$ cat config.mk
export PLATFORM = sky130hd
export DESIGN_NAME = debounce_edge_detect
export DESIGN_NICKNAME = d
export VERILOG_FILES = /design/src/rtl/debounce_edge_detect_pkg.sv /design/src/rtl/debounce_edge_detect_sync_2ff.sv /design/src/rtl/debounce_edge_detect.sv
export SDC_FILE = /design/constraint.sdc
export NUM_CORES = 1
export LEC_CHECK = 0
export CAP_MARGIN = 5
export CORE_AREA = 10 10 47 49
export DETAILED_ROUTE_END_ITERATION = 10
export DIE_AREA = 0 0 57 59
export GPL_TIMING_DRIVEN = 0
export MAX_ROUTING_LAYER = met4
export SLEW_MARGIN = 20
export SYNTH_ARGS = -nofsm -noshare
export SYNTH_HDL_FRONTEND = slang
export SYNTH_SLANG_ARGS = --single-unit
$ cat constraint.sdc
create_clock -name clk_i -period 3.15 [get_ports clk_i]
set_clock_uncertainty 0.15 [all_clocks]
set_input_delay 0.4725 -clock clk_i [delete_from_list [all_inputs] [get_ports clk_i]]
set_output_delay 0.4725 -clock clk_i [all_outputs]
set_load 0.01 [all_outputs]
$ cat src/rtl/debounce_edge_detect_pkg.sv
// Shared state encoding and parameter legality helper for the debouncer.
package debounce_edge_detect_pkg;

    typedef enum logic {
        ST_STABLE  = 1'b0,
        ST_PENDING = 1'b1
    } state_e;

    // The counter must be able to hold STABLE_CYCLES-1 without wrapping.
    function automatic bit cnt_w_legal(input int stable_cycles, input int cnt_w);
        return (stable_cycles >= 2) && ((1 << cnt_w) > stable_cycles);
    endfunction

endpackage

$ cat src/rtl/debounce_edge_detect_sync_2ff.sv
// Two-flop synchroniser bringing the asynchronous raw level into the clk_i domain.
module sync_2ff (
    input  logic clk_i,
    input  logic clr_i,
    input  logic async_i,
    output logic sync_o
);

    logic s1_q;
    logic s2_q;

    always_ff @(posedge clk_i) begin
        if (clr_i) begin
            s1_q <= 1'b0;
            s2_q <= 1'b0;
        end else begin
            s1_q <= async_i;
            s2_q <= s1_q;
        end
    end

    assign sync_o = s2_q;

endmodule

$ cat src/rtl/debounce_edge_detect.sv
// Debounces a synchronised level and emits one-cycle rise/fall pulses on each commit.
module debounce_edge_detect
    import debounce_edge_detect_pkg::*;
#(
    parameter int STABLE_CYCLES = 4,
    parameter int CNT_W         = 3
) (
    input  logic clk_i,
    input  logic clr_i,
    input  logic d_i,
    input  logic en_i,
    output logic q_o,
    output logic rise_o,
    output logic fall_o,
    output logic busy_o
);

    if (!cnt_w_legal(STABLE_CYCLES, CNT_W)) begin : g_bad_cnt_w
        $fatal(1, "debounce_edge_detect: CNT_W too narrow for STABLE_CYCLES");
    end

    localparam logic [CNT_W-1:0] CNT_LAST = CNT_W'(STABLE_CYCLES - 1);

    logic             d_sync;
    state_e           state_q, state_d;
    logic [CNT_W-1:0] cnt_q, cnt_d;
    logic             q_q, q_d;
    logic             rise_q, rise_d;
    logic             fall_q, fall_d;

    sync_2ff u_sync (
        .clk_i   (clk_i),
        .clr_i   (clr_i),
        .async_i (d_i),
        .sync_o  (d_sync)
    );

    always_comb begin
        state_d = state_q;
        cnt_d   = cnt_q;
        q_d     = q_q;
        rise_d  = 1'b0;
        fall_d  = 1'b0;
        case (state_q)
            ST_STABLE: begin
                if (en_i && (d_sync != q_q)) begin
                    state_d = ST_PENDING;
                    cnt_d   = CNT_W'(1);
                end
            end
            ST_PENDING: begin
                if (en_i) begin
                    if (d_sync == q_q) begin
                        // Level bounced back before it was trusted: drop silently.
                        state_d = ST_STABLE;
                        cnt_d   = '0;
                    end else if (cnt_q == CNT_LAST) begin
                        q_d     = d_sync;
                        rise_d  = d_sync;
                        fall_d  = ~d_sync;
                        cnt_d   = '0;
                        state_d = ST_STABLE;
                    end else begin
                        cnt_d = cnt_q + 1'b1;
                    end
                end
            end
            default: begin
                state_d = ST_STABLE;
                cnt_d   = '0;
            end
        endcase
    end

    always_ff @(posedge clk_i) begin
        if (clr_i) begin
            state_q <= ST_STABLE;
            cnt_q   <= '0;
            q_q     <= 1'b0;
            rise_q  <= 1'b0;
            fall_q  <= 1'b0;
        end else begin
            state_q <= state_d;
            cnt_q   <= cnt_d;
            q_q     <= q_d;
            rise_q  <= rise_d;
            fall_q  <= fall_d;
        end
    end

    assign q_o    = q_q;
    assign rise_o = rise_q;
    assign fall_o = fall_q;
    assign busy_o = (state_q == ST_PENDING);

endmodule

==> notes.md, run 1 <==
run metrics: Seq/total area=0.385, Rows=14, status=completed, dpl cell area=442 µm², Reg2Reg Depth=3, Slew @ Worst Pin=0.437 ns, Leak Pwr=0.166 nW, syn_nets=41, Comb area share=0.372, Core Util, Final=0.334, tool warnings=26, CP max stage delay=0.60 ns, Setup-failing EPs final=0, number of well taps=16, invs w/o clock=1, setup TNS=0 ns, Residual DRC=0, Met3 Wirelength=58 µm, Critical Path Fanout Max=9, largest area contributor in the netlist=dfxtp_1, CTS tree=done, first-pass GRT wire length=1100 µm, first drt pass iteration count=3, top sig layer=met3, Placeable Area=1400 µm², part of the power in registers=0.547, htree depth=1, Clk pin slew, worst setup/hold paths=0.06 ns, part of the power in the clock network=0.402, Final Hold Slack=0.296 ns, Synth Instances=36, FF-to-FF Start=q_o$_SDFFE_PP0P_, DR WL met2=322 µm, crit path launch type=flip-flop, placed wire-length estimate=518 µm, M3 GR Usage=0.0429, area grow syn2layout=29.4%, remaining antenna violation count after routing=0, Top cells excl fill/tap=dfxtp_1 (9), clkdlybuf4s50_1 (6), nand2b_1 (4)
run 1: logic make-up (layout without fill, tap and decap cells):
group,after synthesis,count (layout),share of synthesized area
muxes,1,1,0.0277
DFF,9,9,0.498
AOI/OAI and AO/OA,8,8,0.135
and+or+nand+nor,14,14,0.260
xor gates and xnor gates,1,1,0.0242
buffers and inverters,2,12,0.0207
adders and majority gates,1,1,0.0346
run 1: cells in the mapped netlist:
master	instances
xor2_1	1
ha_1	1
or3b_1	1
nand3b_1	1
nor2_1	1
inv_1	1
nor4b_1	2
a211oi_1	1
o211ai_1	1
nand4b_1	1
a21oi_1	3
nand2b_1	4
clkbuf_1	1
nand2_1	1
a31oi_1	1
nor2b_1	2
dfxtp_1	9
o21ai_0	1
o21a_1	1
nand4_1	1
mux2i_1	1
Fig. 1: run 1, clock network drawn from the DEF
Drawn at 10 px/µm.
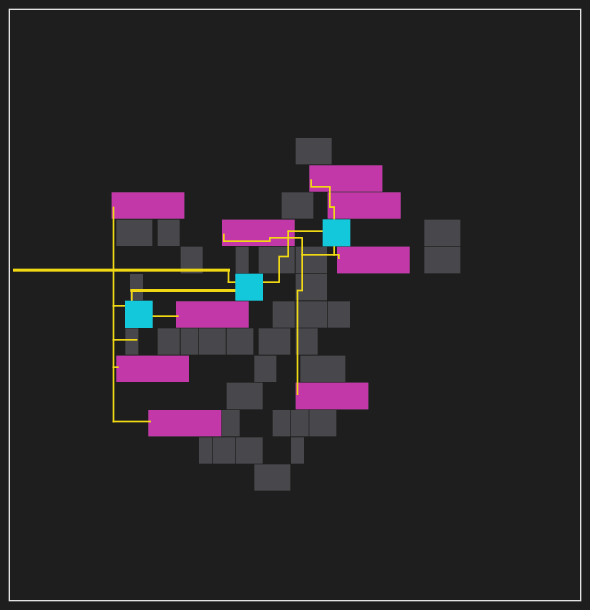
Key: cells driving clock nets = cyan [count 3]; clock wires = yellow [length 123 µm]; flip-flops = magenta [count 9]
There are 4 routed clock nets.

Fig. 2: run 1, clock nets
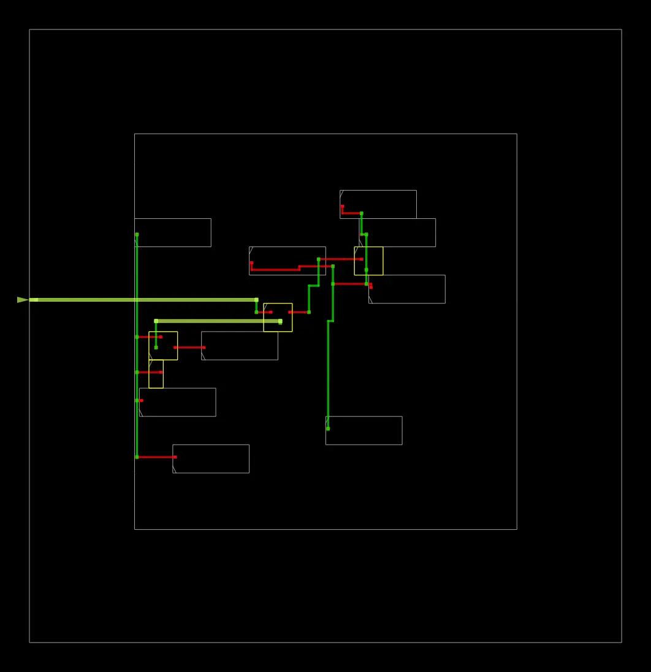
flip-flops: 9
Sink Count: 9
Clock net power: 0.0863 mW
worst skew pair latency: 0.25 ns

Fig. 3: run 1, a small window of the routed layout
Region (16, 17) to (41, 42) µm. Cells in gray, sequential cells in the stronger gray; small squares are vias.
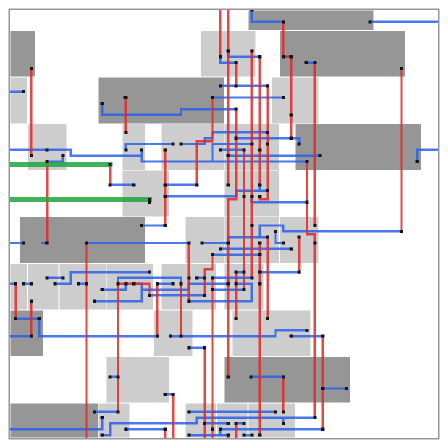
Key: met3 = green; met2 = red; met1 = blue
Sequential cells in the window: 6. Netlist names of flops here include cnt_q (2). Most frequent: dfxtp_1 (6), a21oi_1 (3). 29 logic cells have their middle in the window.

==> run 1 -> run 2 <==
==> constraint.sdc (replaced) <==
create_clock -name clk_i -period 1.7 [get_ports clk_i]
set_clock_uncertainty 0.15 [all_clocks]
set_input_delay 0.255 -clock clk_i [delete_from_list [all_inputs] [get_ports clk_i]]
set_output_delay 0.255 -clock clk_i [all_outputs]
set_load 0.01 [all_outputs]
Fig. 4: run 2, a small window of the routed layout
Region (16, 17) to (41, 42) µm. Cells in gray, sequential cells in the stronger gray; small squares are vias.
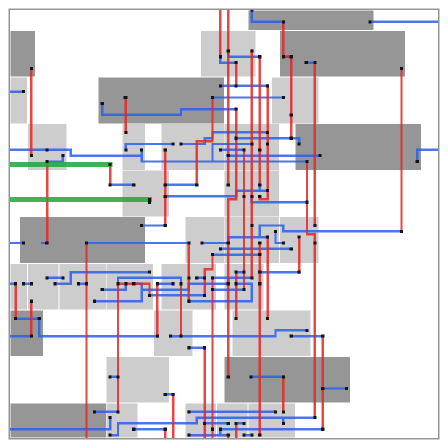
Key: met1 = blue; met2 = red; met3 = green
Most frequent: dfxtp_1 (5), a21oi_1 (3). Sequential cells in the window: 6. Netlist names of flops here include cnt_q (2). 29 logic cells have their middle in the window.

==> run 2 against run 1 <==
  * Worst hold slack worse by 0.10 ns
  * Global-route usage unchanged
  * Clock power rose by 85%
  * Area after synthesis unchanged
  * First-iteration DRC count did not move
  * Utilization increased by 0.089 points
  * Largest cell class unchanged
  * Total power up 85%
  * Sequential share of layout area rose by 0.16 points
==> notes.md, run 2 <==
run metrics: crit path launch type=flip-flop, Sink Count=9 (unchanged), Post-synth ARST share=0 (unchanged), setup TNS=0 ns (unchanged), worst skew pair latency=0.25 ns (about the same), largest area contributor in the netlist=dfxtp_1, Final Hold Slack=0.195 ns (-0.101 ns), Setup-failing EPs final=0 (unchanged), Gates resized, CTS repair=1, Rows=14 (unchanged), Detailed Route WL=683 µm, sequential area share after synthesis=0.498, Synth Flop Type=dfxtp_1, syn_nets=41 (unchanged), # Cells Yosys=36, Residual DRC=0 (unchanged), Combinational Area=174 µm², largest net degree at the start of global routing=10, htree depth=1 (unchanged), chip area=3360 µm², routing usage on met1=0.0441, Slew @ Worst Pin=0.437 ns (unchanged), slowest CP cell=clkdlybuf4s50_1, Post-synth EDFFs=0 (unchanged), clk tree area frac=0.0560, dpl cell area=442 µm² (unchanged), via count=281, FF-to-FF Start=q_o$_SDFFE_PP0P_, Final period util=0.956, share of cells above drive strength 1=0.0870, Syn Std Cell Area=362 µm², xor/xnor share of the synthesized area=0.0242 (unchanged), placed wire-length estimate=518 µm (unchanged), mux share=0.0277 (unchanged), Clock Tree Root=clkbuf_4, final hold viol count=0, top cells by area=dfxtp_1 (50%), nand2b_1 (6.9%), nor4b_1 (4.8%), a21oi_1 (4.2%), ha_1 (3.5%), CP required=1.29 ns, Post-CTS Setup Bufs=0, Ports=8, tool warnings=26 (unchanged), vias per cell=4.53, invs w/o clock=1 (unchanged), Largest delay share family, worst path=buffers and inverters, Placeable Area=1400 µm² (unchanged), Num CTS Buffers=3, top sig layer=met3, Biggest register=cnt_q, DR WL met2=322 µm (unchanged), WHS Endpoint=q_o$_SDFFE_PP0P_, Comb area share=0.371 (-0.000991), main kind of combinational logic by area=simple AND/OR/NAND/NOR gates, Clk pin slew, worst setup/hold paths=0.06 ns (about the same), status=completed, Met3 Wirelength=58 µm (unchanged), simple-gate share of the synthesized area=0.260 (unchanged), adder-cell share of the synthesized area=0.0346 (unchanged), die span in y=59 µm, Synth Instances=36 (unchanged), Tot Pwr=0.398 mW, Top cells excl fill/tap=dfxtp_1 (8), clkdlybuf4s50_1 (6), nand2b_1 (4), CP max stage delay=0.57 ns (-0.03 ns), PD cells=848 nW/µm², remaining antenna violation count after routing=0 (unchanged), first-pass GRT wire length=1100 µm (unchanged), area reported by Yosys stat=362 µm², RSZ-0062 raised after global routing=false, Seq/total area=0.387 (+0.00164), Critical Path Fanout Max=5 (-4), top cell category=sequential cells, First DRT Iteration DRCs=1, M3 GR Usage=0.0429 (unchanged), critical path arrival=1.22 ns, most frequent cell after synthesis=dfxtp_1, Reg2Reg Depth=3 (unchanged), area grow syn2layout=29.8%, instance count on the critical path=1, CTS tree=done, Setup crit end=q_o, Post-synth top cells=dfxtp_1 (9), nand2b_1 (4), a21oi_1 (3), WL/cell=11.0 µm, Non-clock buffers=7, AND-OR/OR-AND share of the synthesized area=0.135 (unchanged), number of well taps=16 (unchanged), flip-flops=9 (unchanged), Leak Pwr=0.166 nW (+0.29%), first drt pass iteration count=3 (unchanged)
Fig. 5: run 2, cells colored by class
Drawn at 6 px/µm. Fill, decap, tap and diode cells in gray.
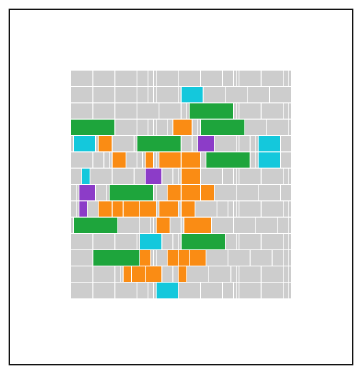
Key: other buffers and delay cells = cyan [cells 7, share of their area 14%]; all other logic = orange [cells 26, share of their area 40%]; flops = green [cells 9, share of their area 40%]; clock drivers and dummy loads = purple [cells 4, share of their area 5.9%]

-- run 2: cell counts in the layout (fill, tap and decap cells not counted) --
Identical to the previous run, type by type.
-- run 2: where the power goes --
part           switching [mW]  leakage, nW  internal (mW)  total, mW
clock                  0.0698       0.0150         0.0902      0.160
combinational         0.00948       0.0779         0.0105     0.0200
sequential            0.00317       0.0735          0.215      0.218
-- run 2: stage by stage --
step	util	cells	worst slack, ns
after detailed placement	0.315	58	0.116
final	0.335	62	0.0741
after CTS	0.335	62	0.0601
after global placement	0.315	58	0.118
after floorplan	-	36	0.414
after global routing	0.335	62	0.0228
-- run 2: worst register-to-register path: cells and delay by family (launching register included) --
family / cells / cell delay, ns
DFF: 1 / 0.40
AOI/OAI and AO/OA: 2 / 0.34
xor gates and xnor gates: 1 / 0.40
Power is estimated from default activity; no workload was simulated.
